==> config.mk <==
export PLATFORM = sky130hd
export DESIGN_NAME = spi_sck_gen
export DESIGN_NICKNAME = d
export VERILOG_FILES = /design/src/rtl/spi_sck_gen.sv
export SDC_FILE = /design/constraint.sdc
export NUM_CORES = 1
export LEC_CHECK = 0
export CAP_MARGIN = 20
export CORE_MARGIN = 3
export CORE_UTILIZATION = 30
export CTS_BUF_LIST = sky130_fd_sc_hd__clkbuf_8
export DETAILED_ROUTE_END_ITERATION = 12
export PLACE_DENSITY_LB_ADDON = 0.12
export SLEW_MARGIN = 20
export SYNTH_ARGS = -nofsm -noshare
export SYNTH_HDL_FRONTEND = slang
export SYNTH_SLANG_ARGS = --single-unit
==> constraint.sdc <==
create_clock -name clk -period 3.5 [get_ports clk]
set_clock_uncertainty 0.05 [all_clocks]
set_input_delay 0.35 -clock clk [delete_from_list [all_inputs] [get_ports clk]]
set_output_delay 0.35 -clock clk [all_outputs]
set_load 0.01 [all_outputs]
run_1/layers.png
Scale bar: 20 um.
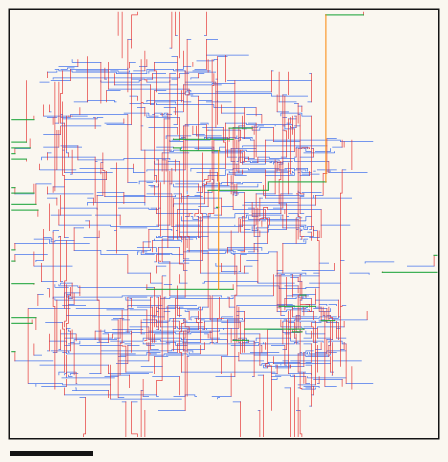
M2 -> red  # wire length 2900 um
M4 -> orange  # wire length 73.4 um
M3 -> green  # wire length 192 um
M1 -> blue  # wire length 3460 um
vias: 2196
DR WL/cell: 16.1 um
routed wire length: 6.63 mm

run_1/pinout.png
Scale bar: 20 um. Pins as bars across the die edge, other pins in gray.
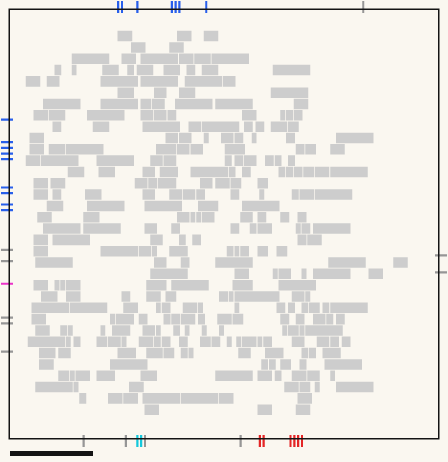
`o_state` -> cyan  # pins 2, direction output, edge bottom
`bit_count` -> red  # pins 6, direction input, edge bottom
`half_period` -> blue  # pins 16, direction input, edge 9 left, 7 top
`cpha` -> magenta  # pins 1, direction input, edge left
all pins by edge = 15 left, 12 bottom, 8 top, 2 right
die width: 103 um
die height: 103 um
PortBufs: 36

run_1/m3.png
Scale bar: 20 um.
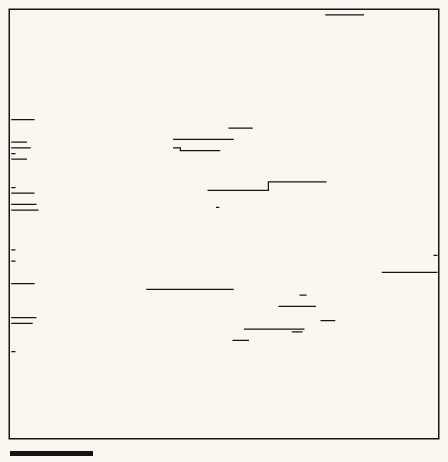
share of all routed wire = 2.9%
nets with wire on the layer = 25
wire length on this layer = 192 um
longest straight run = 20.7 um
main direction = horizontal
met3 Use GR: 2.30%

run_1/placed.png
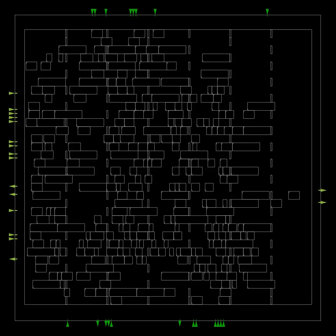
Flops: 49
FILL cells: 905
Seq/total area: 36.4%

==> out/metrics.cfg, run 1 <==
[status]
run_status = finished, final reports clean

[final_timing]
tightestPinTransition_ns = 0.959
rsz0062_at_grt = no
final.min_clock_period_ns = 2.57
slew-limit-headroom_pct = 36.0
tns_ns = 0
setup_viol = 0
fmax_mhz = 389

[cts]
clk_pin_slew_worst_paths_ns = 0.09
cts-htree-levels = 2
cts_made_buffers = 5
cts_buffer_depth = 2
cts_tree = built
post-cts-setup-buffer-count = 0
cts_hold_buf = 0

[floorplanning]
rows = 34
die_area_sq_mm = 0.0106

[pwr]
comb_power_share_pct = 43.6
intPower_uw = 1440
power_frac_seq_pct = 39.1
max-vdd-ir-drop_uv = 312
pwr-share-clk_pct = 17.3
p_sw_uw = 858

[grt]
grt_usage_pct = 13.4
grt_max_degree = 42

[setup_path]
worstPathCellList = xor2_1, nor4_1, nand4_2, buf_4, a31o_2, a22o_1
path_delay_family = simple AND/OR/NAND/NOR gates
critPathMaxStageDelay_ns = 0.56
critical_path_peak_fanout = 23
crit_cells = 6

[finish]
diodes = 0
final_cell_area_sq_mm = 0.00337

[flow_run]
warnings = 30

[routing]
first_iter_violations = 91
drtAntennaViolNets = 0

[synth]
avgSynthCellArea_sq_um = 10.3
synthArstFlopShare_pct = 100

## run 1: final cells by class
type / instances / area [sq um] / share of cell area (%)
timing repair buffer: 42 / 400 / 11.9
clock inverter: 2 / 35.0 / 1.04
multi-input combinational: 199 / 1470 / 43.7
tap: 108 / 135 / 4.01
sequential: 49 / 1230 / 36.4
clock buffer: 5 / 68.8 / 2.04
inverter: 8 / 30.0 / 0.892
## run 1: placed cells by master (no fill, tap or decap), types with 8 or more instances in the layout
master	n
dfrtp_1	49
clkdlybuf4s50_1	35
mux2_2	19
nand3_1	17
xor2_1	16
nand2_1	16
mux2i_1	14
nor2_1	14
a31oi_1	9
inv_1	8
## run 1: cell families (layout without fill, tap and decap cells)
logic type	Yosys count	after routing	share of synthesized area (%)
and+or+nand+nor	97	97	19.1
adders and majority gates	7	7	3.11
muxes	33	33	12.6
xor gates and xnor gates	17	17	5.29
DFF	49	49	43.6
buffers and inverters	26	57	4.27
AOI/OAI and AO/OA	45	45	12.1
## run 1: power by group through the flow
stage               Combinational (uW)  Clock (uW)  Sequential, uW
floorplan                          747           0             868
global placement                  1010           0             910
detailed placement                1000           0             912
CTS                               1010         422             901
global route                      1120         440             923
finish                            1000         398             898
## run 1: Yosys cell counts, types with 3 or more instances
cell | n | area share, %
dfrtp_1 | 49 | 44
mux2_2 | 19 | 7.6
nand3_1 | 17 | 3.0
nand2_1 | 16 | 2.1
xor2_1 | 16 | 5.0
mux2i_1 | 14 | 5.0
nor2_1 | 14 | 1.9
a31oi_1 | 9 | 2.0
inv_1 | 8 | 1.1
clkbuf_1 | 7 | 0.93
ha_1 | 7 | 3.1
nor4_1 | 7 | 1.6
a21oi_1 | 6 | 1.1
buf_2 | 6 | 1.1
nand4_1 | 6 | 1.3
a22o_1 | 5 | 1.6
and3_1 | 5 | 1.1
nor3_1 | 5 | 0.89
and2_1 | 4 | 0.89
nand2b_1 | 4 | 0.89
nand3b_1 | 4 | 1.1
nor2b_1 | 4 | 0.89
a31o_2 | 3 | 0.93
buf_1 | 3 | 0.40
o311ai_1 | 3 | 0.93
or3_1 | 3 | 0.67
## run 1: metal layers
metal / share of wire [%] / GRT usage [%]
met1: 52 / 20.2
met3: 2.9 / 2.30
met4: 1.1 / 2.99
met2: 44 / 20.1
met5: 0 / 0
## run 1: metrics by stage
step	cells	utilization [%]	power, uW	worst slack, ns
floorplan	274	-	1620	1.31
global placement	406	36.5	1920	0.928
detailed placement	406	36.5	1910	0.906
CTS	413	37.7	2330	0.885
global route	413	37.7	2490	0.723
finish	413	37.7	2300	0.931
## run 1: worst reg2reg max path, cell delays in order, from the launching register on
cell and delay (ns):
dfrtp_1 0.45, xor2_1 0.20, nor4_1 0.37, nand4_2 0.56, buf_4 0.41, a31o_2 0.22, a22o_1 0.22
run_1/sizing.png
Scale bar: 20 um.
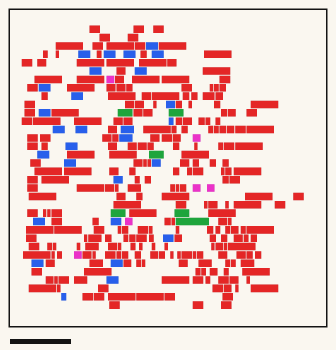

--- run 2 (diff from run 1) ---
- clock period: 3.5 -> 2.2 ns (I/O delays scaled with it)
run_2/sizing.png
Scale bar: 20 um.
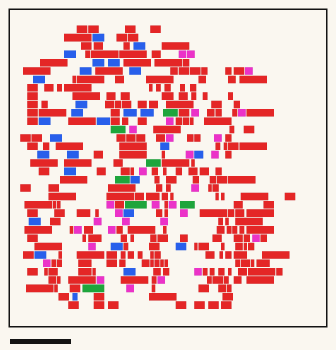
x3 and x4 -> magenta  # cells 30, share 9.1%, most used buf_4
x2 -> blue  # cells 28, share 8.5%, most used mux2_2
x6 and larger -> green  # cells 7, share 2.1%, most used clkbuf_8
x1 and smaller -> red  # cells 265, share 80%, most used dfrtp_1
fin area: 0.00357 sq mm
Non-CTS buffers: 66
final setup margin: 0.111 ns
synth-to-layout area growth: 26.9%

==> run 2 against run 1 <==
Effect of this change:
- setup slack got worse by 0.82 ns
- global-route usage up 0.70 points
- synthesized cell count unchanged
- first-iteration DRC count rose by 82%
- maximum frequency rose by 23%
- die size stayed put
- sequential share of layout area decreased by 2.1 points
- clock power rose by 38%
- highest routed layer unchanged
==> out/metrics.cfg, run 2 <==
[routing]
drtAntennaViolNets = 0
vias = 2270

[floorplanning]
fp.dieW_um = 103
die_h_um = 103
rows = 34
die_area_sq_mm = 0.0106

[synth]
yosysTopAreaCell = dfrtp_1
top_cells_by_count = dfrtp_1, mux2_2, nand3_1, nand2_1, xor2_1
top_cell = dfrtp_1
synthArstFlopShare_pct = 100
avgSynthCellArea_sq_um = 10.3
netlist.area_leader.share_pct = 43.6

[finish]
layout_top_cells = dfrtp_1, clkdlybuf4s50_1, buf_4
lay_top_count = dfrtp_1

[grt]
use_met1_pct = 21.2
grt-busiest-layer = met1
grt_usage_pct = 14.1

[cts]
clk_pin_slew_worst_paths_ns = 0.10
cts_tree = built
cts_made_buffers = 5
cts-htree-levels = 2
cts_buffer_depth = 2

[final_timing]
slew-limit-headroom_pct = 67.9
final.min_clock_period_ns = 2.09
setup_viol = 0
rsz0062_at_grt = no

[status]
run_status = finished, final reports clean

[placed_design]
port_buffers = 36

[pwr]
max-vdd-ir-drop_uv = 436

[setup_path]
critical_path_peak_fanout = 18

run_2/pinout.png
Scale bar: 20 um. Pins as bars across the die edge, other pins in gray.
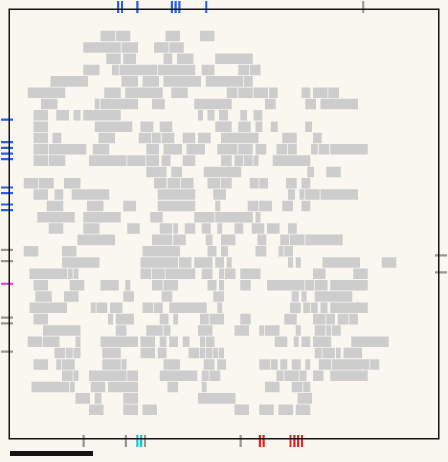

## run 2: netlist changes by cell type in the layout (fill, tap and decap cells not counted), sizes merged
cell / before / now
clkinv: 1 / 0
dlygate4sd3: 0 / 1
buf: 7 / 30
clkinvlp: 0 / 3
bufinv: 1 / 0
## run 2: report_power, final
| group | switching (uW) | internal (uW) |
|---|---|---|
| clock | 327 | 224 |
| combinational | 880 | 897 |
| sequential | 217 | 1170 |
## run 2: metrics by stage
| step | total power (uW) | std cells | utilization (%) | setup WS, ns | area, sq um |
|---|---|---|---|---|---|
| 2_1_floorplan | 2570 | 274 | - | 0.0124 | 2810 |
| 3_3_place_gp | 3190 | 429 | 38.7 | 0.0647 | 3460 |
| 3_5_place_dp | 3190 | 429 | 38.7 | 0.0456 | 3460 |
| 4_1_cts | 3760 | 438 | 39.9 | 0.0995 | 3560 |
| 5_1_grt | 4040 | 438 | 39.9 | 0.0136 | 3570 |
| 6_report | 3720 | 438 | 39.9 | 0.111 | 3570 |
## run 2: repair_timing
| item | in CTS | in global routing |
|---|---|---|
| setup endpoints to repair | 0 | 3 |
| buffers inserted | 0 | 0 |
| hold buffers | 1 | 0 |
| gates resized | 0 | 1 |
| endpoints found under the hold margin | 18 | 0 |
## run 2: logic make-up (layout without fill, tap and decap cells)
| logic type | after synthesis | count (layout) | synth area share, % |
|---|---|---|---|
| AOI/OAI and AO/OA | 45 | 45 | 12.1 |
| xor gates and xnor gates | 17 | 17 | 5.29 |
| adders and majority gates | 7 | 7 | 3.11 |
| buffers and inverters | 26 | 82 | 4.27 |
| DFF | 49 | 49 | 43.6 |
| muxes | 33 | 33 | 12.6 |
| and+or+nand+nor | 97 | 97 | 19.1 |
## run 2: worst max-delay path, stage by stage (launching register included)
cell	delay (ns)
dfrtp_1	0.43
xor2_1	0.18
nor4_1	0.33
nand4_2	0.13
buf_4	0.21
buf_4	0.21
a31o_2	0.21
a22o_1	0.22
## run 2: routing by layer
layer / part of all wire [%] / routed length, um
met1: 51 / 3510
met2: 44 / 3000
met3: 3.5 / 241
met4: 1.2 / 80
met5: 0 / 0
## run 2: final cells by class
type / count / area [sq um]
timing repair buffer: 66 / 608
clock inverter: 3 / 22.5
multi-input combinational: 199 / 1480
clock buffer: 5 / 68.8
fill: 913 / 5370
sequential: 49 / 1230
inverter: 8 / 30.0
tap: 108 / 135
No activity file was given, so power comes from the tool's default toggle rates.
